===== src/rtl/tow_pkg.sv =====
`default_nettype none
// ============================================================================
//  Module   : tow_pkg
//  Purpose  : Shared tug-of-war definitions: round FSM state encoding and
//             the round-delay LFSR constants and step function.
//  Ports    : none (package)
//  Revision : 1.0  initial release
// ============================================================================
package tow_pkg;

   // Round controller states
   typedef enum logic [2:0] {
      ST_IDLE   = 3'd0,
      ST_WAIT   = 3'd1,
      ST_LIGHT  = 3'd2,
      ST_DECIDE = 3'd3,
      ST_HOLD   = 3'd4,
      ST_DONE   = 3'd5
   } state_t;

   // 16-bit Fibonacci LFSR, taps 16,14,13,11 (bit 15 is tap 16)
   localparam int                  c_lfsr_w    = 16;
   localparam logic [c_lfsr_w-1:0] c_lfsr_taps = 16'hB400;

   // Shift toward the MSB; the feedback bit enters at bit 0.
   function automatic logic [c_lfsr_w-1:0] lfsr_next(input logic [c_lfsr_w-1:0] v);
      return {v[c_lfsr_w-2:0], ^(v & c_lfsr_taps)};
   endfunction

endpackage
`default_nettype wire


===== src/rtl/pb_sync.sv =====
`default_nettype none
// ============================================================================
//  Module   : pb_sync
//  Purpose  : Two-flop synchronizer for a raw pushbutton plus rising-edge
//             detect on the synchronized level.
//  Ports    : clk   - system clock
//             rst   - asynchronous active-high reset
//             pb    - raw asynchronous button input
//             level - synchronized button level
//             rise  - one-cycle pulse on a synchronized 0->1 transition
//  Revision : 1.0  initial release
// ============================================================================
module pb_sync (
   input  logic clk,
   input  logic rst,
   input  logic pb,
   output logic level,
   output logic rise
);

   logic r_s1;
   logic r_s2;
   logic r_s3;   // previous synchronized level, for edge detect

   always_ff @(posedge clk or posedge rst) begin
      if (rst) begin
         r_s1 <= 1'b0;
         r_s2 <= 1'b0;
         r_s3 <= 1'b0;
      end else begin
         r_s1 <= pb;
         r_s2 <= r_s1;
         r_s3 <= r_s2;
      end
   end

   assign level = r_s2;
   assign rise  = r_s2 & ~r_s3;

endmodule
`default_nettype wire


===== src/rtl/round_judge.sv =====
`default_nettype none
// ============================================================================
//  Module   : round_judge
//  Purpose  : Tug-of-war round controller. Holds the lights off for a
//             pseudo-random delay, lights them, arbitrates the two buttons
//             and emits a one-cycle winrnd pulse; freezes on victory.
//  Ports    : clk, rst           - clock, asynchronous active-high reset
//             tick               - timebase enable for delay/light counters
//             pb_l, pb_r         - raw pushbuttons
//             victory            - game over from scorer
//             leds_on            - round lights (registered)
//             winrnd             - one-cycle round-decided pulse
//             right, tie         - round result, valid with winrnd
//  Revision : 1.0  initial release
// ============================================================================
module round_judge
   import tow_pkg::*;
#(
   parameter int          DLY_MIN   = 8,
   parameter int          DLY_W     = 4,
   parameter int          LIGHT_MAX = 64,
   parameter logic [15:0] SEED      = 16'hACE1
) (
   input  logic clk,
   input  logic rst,
   input  logic tick,
   input  logic pb_l,
   input  logic pb_r,
   input  logic victory,
   output logic leds_on,
   output logic winrnd,
   output logic right,
   output logic tie
);

   localparam int c_dly_cw = $clog2(DLY_MIN + (1 << DLY_W));
   localparam int c_lit_cw = $clog2(LIGHT_MAX + 1);

   logic                w_lvl_l;
   logic                w_lvl_r;
   logic                w_ev_l;
   logic                w_ev_r;
   logic                w_any_ev;
   logic                w_both_low;
   logic [c_dly_cw-1:0] w_dly_load;

   logic [c_lfsr_w-1:0] r_lfsr;
   state_t              r_state;
   logic [c_dly_cw-1:0] r_dly;
   logic [c_lit_cw-1:0] r_lit;
   logic                r_leds_on;
   logic                r_winrnd;
   logic                r_right;
   logic                r_tie;

   pb_sync u_sync_l (
      .clk   (clk),
      .rst   (rst),
      .pb    (pb_l),
      .level (w_lvl_l),
      .rise  (w_ev_l)
   );

   pb_sync u_sync_r (
      .clk   (clk),
      .rst   (rst),
      .pb    (pb_r),
      .level (w_lvl_r),
      .rise  (w_ev_r)
   );

   assign w_any_ev   = w_ev_l | w_ev_r;
   assign w_both_low = ~w_lvl_l & ~w_lvl_r;
   assign w_dly_load = c_dly_cw'(DLY_MIN) + c_dly_cw'(r_lfsr[DLY_W-1:0]);

   always_ff @(posedge clk or posedge rst) begin
      if (rst) begin
         r_lfsr <= SEED;
      end else begin
         r_lfsr <= lfsr_next(r_lfsr);
      end
   end

   // Round FSM. leds_on/right/tie are only written on transitions, so they
   // hold through DECIDE and keep the captured result afterwards.
   always_ff @(posedge clk or posedge rst) begin
      if (rst) begin
         r_state   <= ST_IDLE;
         r_dly     <= '0;
         r_lit     <= '0;
         r_leds_on <= 1'b0;
         r_winrnd  <= 1'b0;
         r_right   <= 1'b0;
         r_tie     <= 1'b0;
      end else begin
         r_winrnd <= 1'b0;
         case (r_state)
            ST_IDLE: begin
               if (victory) begin
                  r_state <= ST_DONE;
               end else if (w_both_low) begin
                  r_state <= ST_WAIT;
                  r_dly   <= w_dly_load;
               end
            end
            ST_WAIT: begin
               // An edge beats a coincident expiry tick: scored as a jump.
               if (victory) begin
                  r_state <= ST_DONE;
               end else if (w_any_ev) begin
                  r_state  <= ST_DECIDE;
                  r_winrnd <= 1'b1;
                  r_right  <= w_ev_r & ~w_ev_l;
                  r_tie    <= w_ev_l & w_ev_r;
               end else if (tick) begin
                  if (r_dly <= c_dly_cw'(1)) begin
                     r_state   <= ST_LIGHT;
                     r_leds_on <= 1'b1;
                     r_lit     <= c_lit_cw'(LIGHT_MAX);
                  end else begin
                     r_dly <= r_dly - c_dly_cw'(1);
                  end
               end
            end
            ST_LIGHT: begin
               if (victory) begin
                  r_state   <= ST_DONE;
                  r_leds_on <= 1'b0;
               end else if (w_any_ev) begin
                  r_state  <= ST_DECIDE;
                  r_winrnd <= 1'b1;
                  r_right  <= w_ev_r & ~w_ev_l;
                  r_tie    <= w_ev_l & w_ev_r;
               end else if (tick) begin
                  if (r_lit <= c_lit_cw'(1)) begin
                     r_state   <= ST_IDLE;
                     r_leds_on <= 1'b0;
                  end else begin
                     r_lit <= r_lit - c_lit_cw'(1);
                  end
               end
            end
            ST_DECIDE: begin
               // The pulse always completes before victory freezes us.
               r_leds_on <= 1'b0;
               r_state   <= victory ? ST_DONE : ST_HOLD;
            end
            ST_HOLD: begin
               if (victory) begin
                  r_state <= ST_DONE;
               end else if (tick && w_both_low) begin
                  r_state <= ST_WAIT;
                  r_dly   <= w_dly_load;
               end
            end
            ST_DONE: begin
               r_state   <= ST_DONE;
               r_leds_on <= 1'b0;
            end
            default: begin
               r_state   <= ST_IDLE;
               r_leds_on <= 1'b0;
            end
         endcase
      end
   end

   assign leds_on = r_leds_on;
   assign winrnd  = r_winrnd;
   assign right   = r_right;
   assign tie     = r_tie;

endmodule
`default_nettype wire


===== config.mk =====
export PLATFORM = sky130hd
export DESIGN_NAME = round_judge
export DESIGN_NICKNAME = d
export VERILOG_FILES = /design/src/rtl/tow_pkg.sv /design/src/rtl/pb_sync.sv /design/src/rtl/round_judge.sv
export SDC_FILE = /design/constraint.sdc
export NUM_CORES = 1
export LEC_CHECK = 0
export CAP_MARGIN = 20
export CORE_UTILIZATION = 36
export DETAILED_ROUTE_END_ITERATION = 6
export PLACE_DENSITY = 0.52
export SLEW_MARGIN = 20
export SYNTH_ARGS = -nofsm -noshare
export SYNTH_HDL_FRONTEND = slang
export SYNTH_HIERARCHICAL = 1
export SYNTH_SLANG_ARGS = --single-unit

===== constraint.sdc =====
create_clock -name clk -period 5.5 [get_ports clk]
set_input_delay 1.1 -clock clk [delete_from_list [all_inputs] [get_ports clk]]
set_output_delay 1.1 -clock clk [all_outputs]
set_load 0.1 [all_outputs]

==> ci_impl_report.md <==
### Metrics collected by this job

| Metric | Value |
|---|---|
| Status | `complete, no violations` |
| Most instantiated logic cells after routing | `dfrtp_1 (33), o21ai_0 (15), nand2_1 (13)` |
| Final antenna-violating net count | `0` |
| M1 WL | `1.51 mm` |
| DR WL met3 | `148 um` |
| Yosys warning count | `6` |
| # H-tree levels | `2` |
| Count of pins over their slew limit | `0` |
| Row count | `25` |
| Worst path bufs/invs | `1` |
| Number of synthesized flops with an enable pin | `0` |
| WL final | `3.41 mm` |
| Clock transition at path regs | `0.08 ns` |
| Final hold viol count | `0` |
| FF+latch count, synth | `41` |
| Synth area leader | `dfrtp_1` |
| Critical path's top delay family | `buffers and inverters` |
| Die Ht | `74.4 um` |
| CP max-delay cell | `clkdlybuf4s50_1` |
| Fin area | `2100 sq um` |
| Reg2reg setup slack | `3.52 ns` |
| Most flops, register | `r_lfsr` |
| Sequential element share of the synthesized area | `54.9%` |
| Drt drc | `0` |
| Post_cts resized | `0` |
| Clock sinks | `41` |
| Dominant flop cell | `dfrtp_1` |
| Final HPWL DP | `2.45 mm` |
| Seq area share | `49.3%` |
| Combinational share of power | `38.2%` |
| Comb area leader | `AND-OR/OR-AND gates` |
| Largest type area fraction | `43.8%` |
| Endpoint, Worst Hold | `u_sync_r/level` |
| Clock-cell share | `4.46%` |
| Latency at later pin | `0.30 ns` |
| Global router's overall resource usage | `14.4%` |
| Cell area leaders | `dfrtp_1 (44%), dfstp_2 (11%), o21ai_0 (4.0%)` |
| # Taps | `67` |
| Top Metal Used | `met4` |
| Crit path DRT | `4.40 ns` |
| Dpl ws | `2.32 ns` |
| Fmax | `0.343 GHz` |
| Vias in the first global route | `1272` |
| Worst Hold Class | `flip-flop to flip-flop` |
| Tmin final | `2.92 ns` |
| Synth Instances | `168` |
| Final net count | `188` |
| XOR-XNOR Cells, Area Fraction | `2.79%` |
| Fraction of registers with async set/reset | `100%` |
| Crit-path max FO | `2` |
| CP cell instances | `clkdlybuf4s50_1` |
| Worst Hold Depth | `0` |
| Max-area cell class | `flip-flops and latches` |
| Cycle use final | `53.0%` |
| Die W | `74.4 um` |
| RSZ-0062 raised after global routing | `false` |
| Mux frac, synth | `0%` |
| Floorplan net count | `178` |
| Critical path origin | `leds_on` |
| Met1 Usage GRT | `18.5%` |
| Final worst slack | `2.58 ns` |
| Post-DP Area | `2010 sq um` |
| Worst r2r dst | `r_lit[2]` |
| VDD IR max | `170 uV` |
| CTS max path bufs | `2` |
| # diodes | `0` |
| Clock network power share | `19.8%` |
| Endpoints failing setup | `0` |
| GPL Wtd Cong | `0.917` |
| Comb. pwr | `0.392 mW` |
| Largest register FFs | `16` |
| Ao+oa area frac | `17.9%` |
| Multi-input combinational area share | `35.5%` |
| GRT Max-Usage Layer | `met2` |
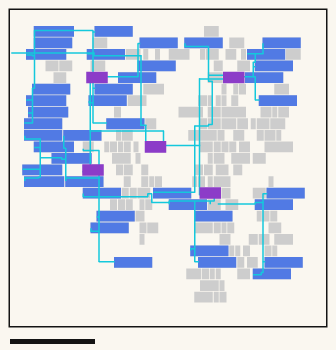
(images/clock_wires.png)
The bar under the picture is 20 um long.
- flip-flops: blue (count 41)
- clock-net drivers: purple (count 5)
- clock wires: cyan (length 492 um)
- routed clock nets: 6

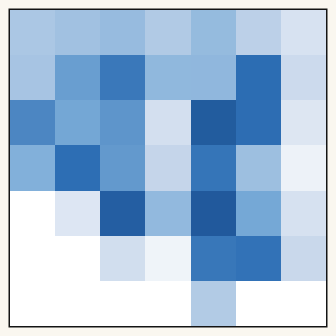
(images/util_map.png)
7 x 7 tiles, from white (low) to dark blue (high), 0 to 100% covered.
- fullest tile: 83%
- emptiest ninth of the die: south-west
- densest ninth of the die: centre
- nearly empty tiles: 18%
- tiles over 75% full: 10%
- mean over tiles: 37%

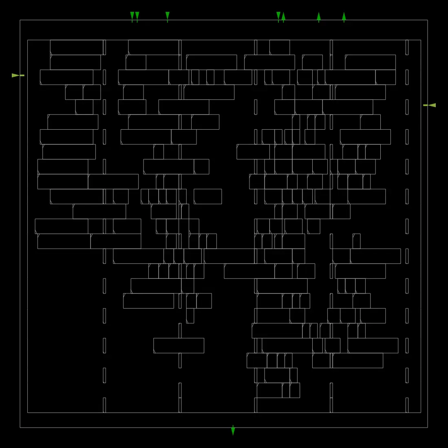
(images/placed.png)
post-route insts no fill: 246
# fillers: 474

No activity file was given, so power comes from the tool's default toggle rates.
